--- config.mk ---
export PLATFORM = sky130hd
export DESIGN_NAME = div_unit
export DESIGN_NICKNAME = d
export VERILOG_FILES = /design/src/rtl/div_unit_pkg.sv /design/src/rtl/div_unit_step.sv /design/src/rtl/div_unit.sv
export SDC_FILE = /design/constraint.sdc
export NUM_CORES = 1
export LEC_CHECK = 0
export CELL_PAD_IN_SITES_DETAIL_PLACEMENT = 2
export CELL_PAD_IN_SITES_GLOBAL_PLACEMENT = 2
export CORE_MARGIN = 2
export CORE_UTILIZATION = 38
export DETAILED_ROUTE_END_ITERATION = 16
export PLACE_DENSITY_LB_ADDON = 0.1
export SLEW_MARGIN = 20
export SYNTH_ARGS = -nofsm -noshare
export SYNTH_HDL_FRONTEND = slang
export SYNTH_SLANG_ARGS = --single-unit
export TNS_END_PERCENT = 5
--- constraint.sdc ---
create_clock -name CLK -period 13.3 [get_ports CLK]
set_input_delay 2.66 -clock CLK [delete_from_list [all_inputs] [get_ports CLK]]
set_output_delay 2.66 -clock CLK [all_outputs]
set_load 0.005 [all_outputs]
--- src/rtl/div_unit_pkg.sv ---
// Shared RV32M divide definitions: OP encodings (funct3[1:0]), FSM state encodings and XLEN.
// No logic of its own; imported by the divider top and its iteration step.
package div_unit_pkg;

   localparam int XLEN = 32;

   typedef enum logic [1:0] {
      OP_DIV  = 2'b00,
      OP_DIVU = 2'b01,
      OP_REM  = 2'b10,
      OP_REMU = 2'b11
   } op_e;

   typedef enum logic [1:0] {
      S_IDLE = 2'd0,
      S_CALC = 2'd1,
      S_FIX  = 2'd2,
      S_DONE = 2'd3
   } state_e;

   function automatic logic is_signed_op(input op_e op);
      return ~op[0];
   endfunction

   function automatic logic is_rem_op(input op_e op);
      return op[1];
   endfunction

endpackage

--- src/rtl/div_unit_step.sv ---
// One radix-2 restoring division iteration: shift {rem, quo} left, trial-subtract the divisor.
// Purely combinational, zero latency; no flow control.
module div_unit_step
   import div_unit_pkg::*;
#(
   parameter int WIDTH = XLEN
) (
   input  logic [WIDTH:0]   i_rem,
   input  logic [WIDTH-1:0] i_quo,
   input  logic [WIDTH-1:0] i_div,
   output logic [WIDTH:0]   o_rem,
   output logic [WIDTH-1:0] o_quo
);

   logic [WIDTH+1:0] w_shift;
   logic [WIDTH+1:0] w_trial;

   assign w_shift = {i_rem, i_quo[WIDTH-1]};
   assign w_trial = w_shift - {2'b00, i_div};

   // A set top bit means the trial went negative: restore and shift in a 0.
   assign o_rem = w_trial[WIDTH+1] ? w_shift[WIDTH:0] : w_trial[WIDTH:0];
   assign o_quo = {i_quo[WIDTH-2:0], ~w_trial[WIDTH+1]};

endmodule

--- src/rtl/div_unit.sv ---
// Iterative RV32M DIV/DIVU/REM/REMU: 34 edges START-to-DONE (1 for div-by-zero/overflow).
// BUSY stalls the pipeline during CALC/FIX; START only accepted in IDLE/DONE; FLUSH aborts.
module div_unit
   import div_unit_pkg::*;
#(
   parameter int WIDTH = XLEN
) (
   input  logic             CLK,
   input  logic             RESET,
   input  logic             START,
   input  logic [1:0]       OP,
   input  logic [WIDTH-1:0] DATA1,
   input  logic [WIDTH-1:0] DATA2,
   input  logic             FLUSH,
   output logic             BUSY,
   output logic             DONE,
   output logic [WIDTH-1:0] RESULT
);

   localparam int CW = $clog2(WIDTH);

   state_e           r_state, w_state_n;
   op_e              r_op, w_op;
   logic             r_sign1, r_sign2;
   logic [WIDTH:0]   r_rem, w_rem_n;
   logic [WIDTH-1:0] r_quo, w_quo_n, r_div, r_result;
   logic [CW-1:0]    r_cnt;

   logic             w_sign1, w_sign2, w_div0, w_ovf, w_special, w_accept;
   logic [WIDTH-1:0] w_abs1, w_abs2, w_special_res, w_quo_fix, w_rem_fix;

   assign w_op    = op_e'(OP);
   assign w_sign1 = is_signed_op(w_op) & DATA1[WIDTH-1];
   assign w_sign2 = is_signed_op(w_op) & DATA2[WIDTH-1];
   assign w_abs1  = w_sign1 ? -DATA1 : DATA1;
   assign w_abs2  = w_sign2 ? -DATA2 : DATA2;

   // Architecturally defined results that bypass the iteration entirely.
   assign w_div0    = (DATA2 == '0);
   assign w_ovf     = is_signed_op(w_op) && (DATA1 == {1'b1, {(WIDTH-1){1'b0}}}) && (DATA2 == '1);
   assign w_special = w_div0 | w_ovf;
   assign w_special_res = w_div0 ? (is_rem_op(w_op) ? DATA1 : '1)
                                 : (is_rem_op(w_op) ? '0 : DATA1);

   assign w_accept  = ((r_state == S_IDLE) || (r_state == S_DONE)) && START && !FLUSH;

   assign w_quo_fix = ((r_op == OP_DIV) && (r_sign1 ^ r_sign2)) ? -r_quo : r_quo;
   assign w_rem_fix = ((r_op == OP_REM) && r_sign1) ? -r_rem[WIDTH-1:0] : r_rem[WIDTH-1:0];

   div_unit_step #(.WIDTH(WIDTH)) u_step (
      .i_rem (r_rem),
      .i_quo (r_quo),
      .i_div (r_div),
      .o_rem (w_rem_n),
      .o_quo (w_quo_n)
   );

   always_comb begin
      w_state_n = r_state;
      BUSY      = 1'b0;
      DONE      = 1'b0;
      case (r_state)
         S_IDLE: if (START) w_state_n = w_special ? S_DONE : S_CALC;
         S_CALC: begin
            BUSY = 1'b1;
            if (r_cnt == '0) w_state_n = S_FIX;
         end
         S_FIX: begin
            BUSY      = 1'b1;
            w_state_n = S_DONE;
         end
         S_DONE: begin
            DONE      = 1'b1;
            w_state_n = START ? (w_special ? S_DONE : S_CALC) : S_IDLE;
         end
         default: w_state_n = S_IDLE;
      endcase
      if (FLUSH) w_state_n = S_IDLE;
   end

   always_ff @(posedge CLK or posedge RESET) begin
      if (RESET) begin
         r_state  <= S_IDLE;
         r_op     <= OP_DIV;
         r_sign1  <= 1'b0;
         r_sign2  <= 1'b0;
         r_rem    <= '0;
         r_quo    <= '0;
         r_div    <= '0;
         r_cnt    <= '0;
         r_result <= '0;
      end else begin
         r_state <= w_state_n;
         if (w_accept) begin
            r_op    <= w_op;
            r_sign1 <= w_sign1;
            r_sign2 <= w_sign2;
            r_rem   <= '0;
            r_quo   <= w_abs1;
            r_div   <= w_abs2;
            r_cnt   <= CW'(WIDTH - 1);
            if (w_special) r_result <= w_special_res;
         end else if ((r_state == S_CALC) && !FLUSH) begin
            r_rem <= w_rem_n;
            r_quo <= w_quo_n;
            if (r_cnt != '0) r_cnt <= r_cnt - 1'b1;
         end else if ((r_state == S_FIX) && !FLUSH) begin
            r_result <= is_rem_op(r_op) ? w_rem_fix : w_quo_fix;
         end
      end
   end

   assign RESULT = r_result;

endmodule

==> flow_summary.ini <==
; physical design summary
[routing]
wl_met2_mm = 20.3
maxUsedRoutingLayer = met4
vias_per_cell = 5.91
drc = 0
drt_iter0_markers = 659
wirelength_mm = 41.9
dr.pass1.iters = 5
wl_met3_mm = 1.00
met1Wirelength_mm = 19.6
ant_nets = 0
routedWlPerCell_um = 23.0

[worst_hold_path]
min_from = RESULT[7]$_DFFE_PP0P_
hold_path_end = RESULT[7]$_DFFE_PP0P_
min_path_type = flop to flop
whs_path_depth = 1

[setup_path]
reg2reg_depth = 10
arrival_ns = 6.34
crit_family = simple AND/OR/NAND/NOR gates
endpoint_kind = flop
critPathKind = input pin to flop
cp-endpoint = RESULT[31]$_DFFE_PP0P_
cp.depth = 12
crit_path_frequent_cell = a21oi_1
cpPeakStageDelay_ns = 0.61
critPathBufInv = 2
cpMaxStageDelayCell = nor2_4
critPathLaunchType = input pin
required_ns = 13.64
r2r_slack_ns = 9.65
worstSetupStartpoint = DATA2[0]
worstPathCellList = clkdlybuf4s50_1 > inv_1 > ha_1 > or3b_2 > nor4_4 > nand4_2 > or3_4 > nor2_4 > a21oi_1 > o22ai_1 > a21oi_1 > o21ai_0
critical_path_peak_fanout = 27
r2r-end = r_rem[21]$_DFFE_PP0P_
r2r-start = r_rem[10]$_DFFE_PP0P_

[global_routing]
met3_usage_pct = 3.42
grt_overflow_total = 0
grt_pass1_vias = 11600
antenna_found_initial = 0
gr-usage-met1_pct = 38.4
grt_max_degree = 102
grt.met2_usage_pct = 47.8
top_usage_layer = met2
grt_pass1_wl_mm = 67.9

[layout]
combGateArea_sq_mm = 0.00691
fin_util_pct = 45.2
final.clkbuf_count = 19
final_cell_mix = o21ai_0, nand2_1, dfrtp_1, a21oi_1, clkdlybuf4s50_1
comb_area_share_pct = 53.7
layout_top_cell = o21ai_0
inv_count = 66
num-fill-cells = 3241
nMultiInputCombCells = 1087
final-nonclk-buf-share_pct = 8.65
antenna_cells = 0
numSequentialCells = 140
seq_share_pct = 27.2
syn2layout_area_growth_pct = 18.1
final_cells = 1823
layout-drive-gt1-share_pct = 5.14
num-nonclk-buffers = 114
seq_area_sq_mm = 0.00350
top_area_cell_class = multi-input combinational cells
final_area_sq_mm = 0.0129
clock_cell_area_share_pct = 4.73
fin_nets = 1540

[synth]
ys_top_cells_by_count = o21ai_0, nand2_1, dfrtp_1, a21oi_1, nor2_1
edf_count = 0
yosys.area_share.aoi_pct = 25.5
synth_cell_types = 68
synth_top_area_share_pct = 32.1
top_cells_by_area = dfrtp_1, o21ai_0, xnor2_1
synth_xor_xnor_area_share_pct = 12.0
simple_gate_share_pct = 18.0
ys_seq_share_pct = 32.1
top_area_cell = dfrtp_1
ys.flops = 140
synthCells = 1359
async_flop_share_pct = 100
avgSynthCellArea_sq_um = 8.02
fp_nets = 1473
ys_cells = 1359
ys_warn_count = 0
dominantRegCellSynth = dfrtp_1
synth_area_sq_mm = 0.0109
ys_top_logic_family = AND-OR/OR-AND gates
yosysMostFrequentCell = o21ai_0
ys_sh_mux_pct = 2.31
adder_share_pct = 5.12
yosys_area_sq_mm = 0.0109

[pwr]
power_density_mw_per_mm2 = 150
total_power_mw = 1.93
leakage_nw = 5.32
ir_worst_vdd_mv = 0.0864

[clocking]
cts_repair_resize_count = 0
cts_max_path_buffers = 2
h-tree-depth = 4
cts_tree = done
cts_sinks = 140
postCtsHoldBufs = 0
post-cts-setup-buffer-count = 0
clk_pin_slew_worst_paths_ns = 0.07
clk_latency_ns = 0.44
cts_buffers = 17
cts_root_buf = clkbuf_16

[final_timing]
relSlewSlack_pct = 26.6
hold_viol = 0
slew_violations = 0
fmax_mhz = 167
timing.final.crit_share_pct = 45.1
worst_slack_ns = 7.30
fin_worst_skew_ns = 0.00938
rsz0062_at_grt = no
period_needed_ns = 6.00
setup_viol = 0
timing.hold.ws_ns = 0.477
worst_pin_slew_ns = 1.10
tns_ns = 0

[floorplan]
die_area_sq_mm = 0.0301
fp-utilization_pct = 38.3
num_rows = 62
nWellTaps = 384
die_width_um = 173
core_sq_mm = 0.0285
die_height_um = 173

[flow_run]
maxCapViolations = 0
warning_count = 33

[placement]
placed_cell_area_sq_mm = 0.0123
place_ws_ns = 6.70
placedCellCount = 1791
post-dp-hpwl_mm = 29.7
gp_congestion = 0.845

[outcome]
status = finished clean
[registers in the layout (all words and copies together), names as in the netlist]
register  count
r_op          2
r_cnt         5
r_sign2       1
r_quo        32
RESULT       32
r_state       2
r_div        32
r_rem        33
r_sign1       1
[worst register-to-register path, delay by kind of cell (launching register included)]
kind                     cells  cell delay, ns
AND/OR/NAND/NOR              4            1.05
AND-OR/OR-AND                4            0.97
buffers and inverters        1            0.52
flip-flops                   1            0.51
adder cells (fa/ha/maj)      1            0.50
[report_power, final]
part	internal, mW	switching, mW	leakage [nW]	total [mW]
combinational	0.328	0.428	3.21	0.756
sequential	0.540	0.118	1.82	0.657
clock	0.302	0.216	0.290	0.518
total	1.17	0.763	5.32	1.93
### Routed metal, one colour a layer

(2 px per um)
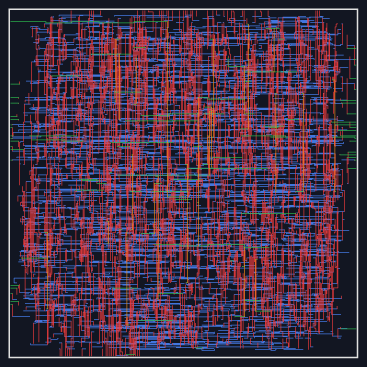
[red] metal 2 | wire length: 20.3 mm
[blue] metal 1 | wire length: 19600 um
[green] metal 3 | wire length: 1000 um
[orange] metal 4 | wire length: 964 um
Total GRT Usage: 28.4%
DR vias: 10.8k

### I/O nets highlighted

(3 px per um)
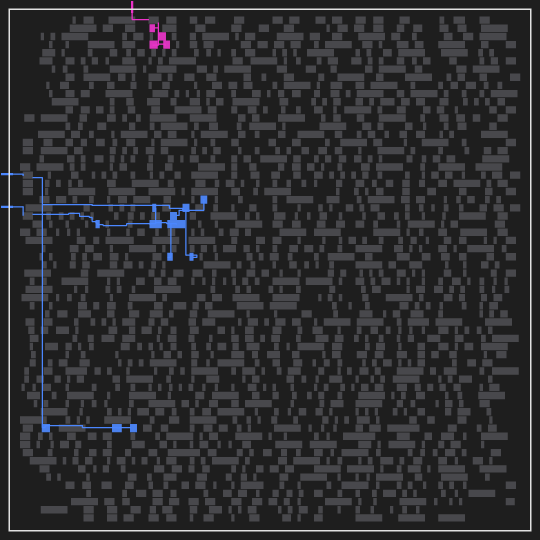
[magenta] `START` | bits: 1 | direction: input | end cells: 4 | buffers: 1 | wire: 22.6 um
[blue] `OP` | bits: 2 | direction: input | end cells: 12 | buffers: 2 | wire: 284 um
PortBufs: 103
I/O Pins: 104

Power is estimated from default activity; no workload was simulated.
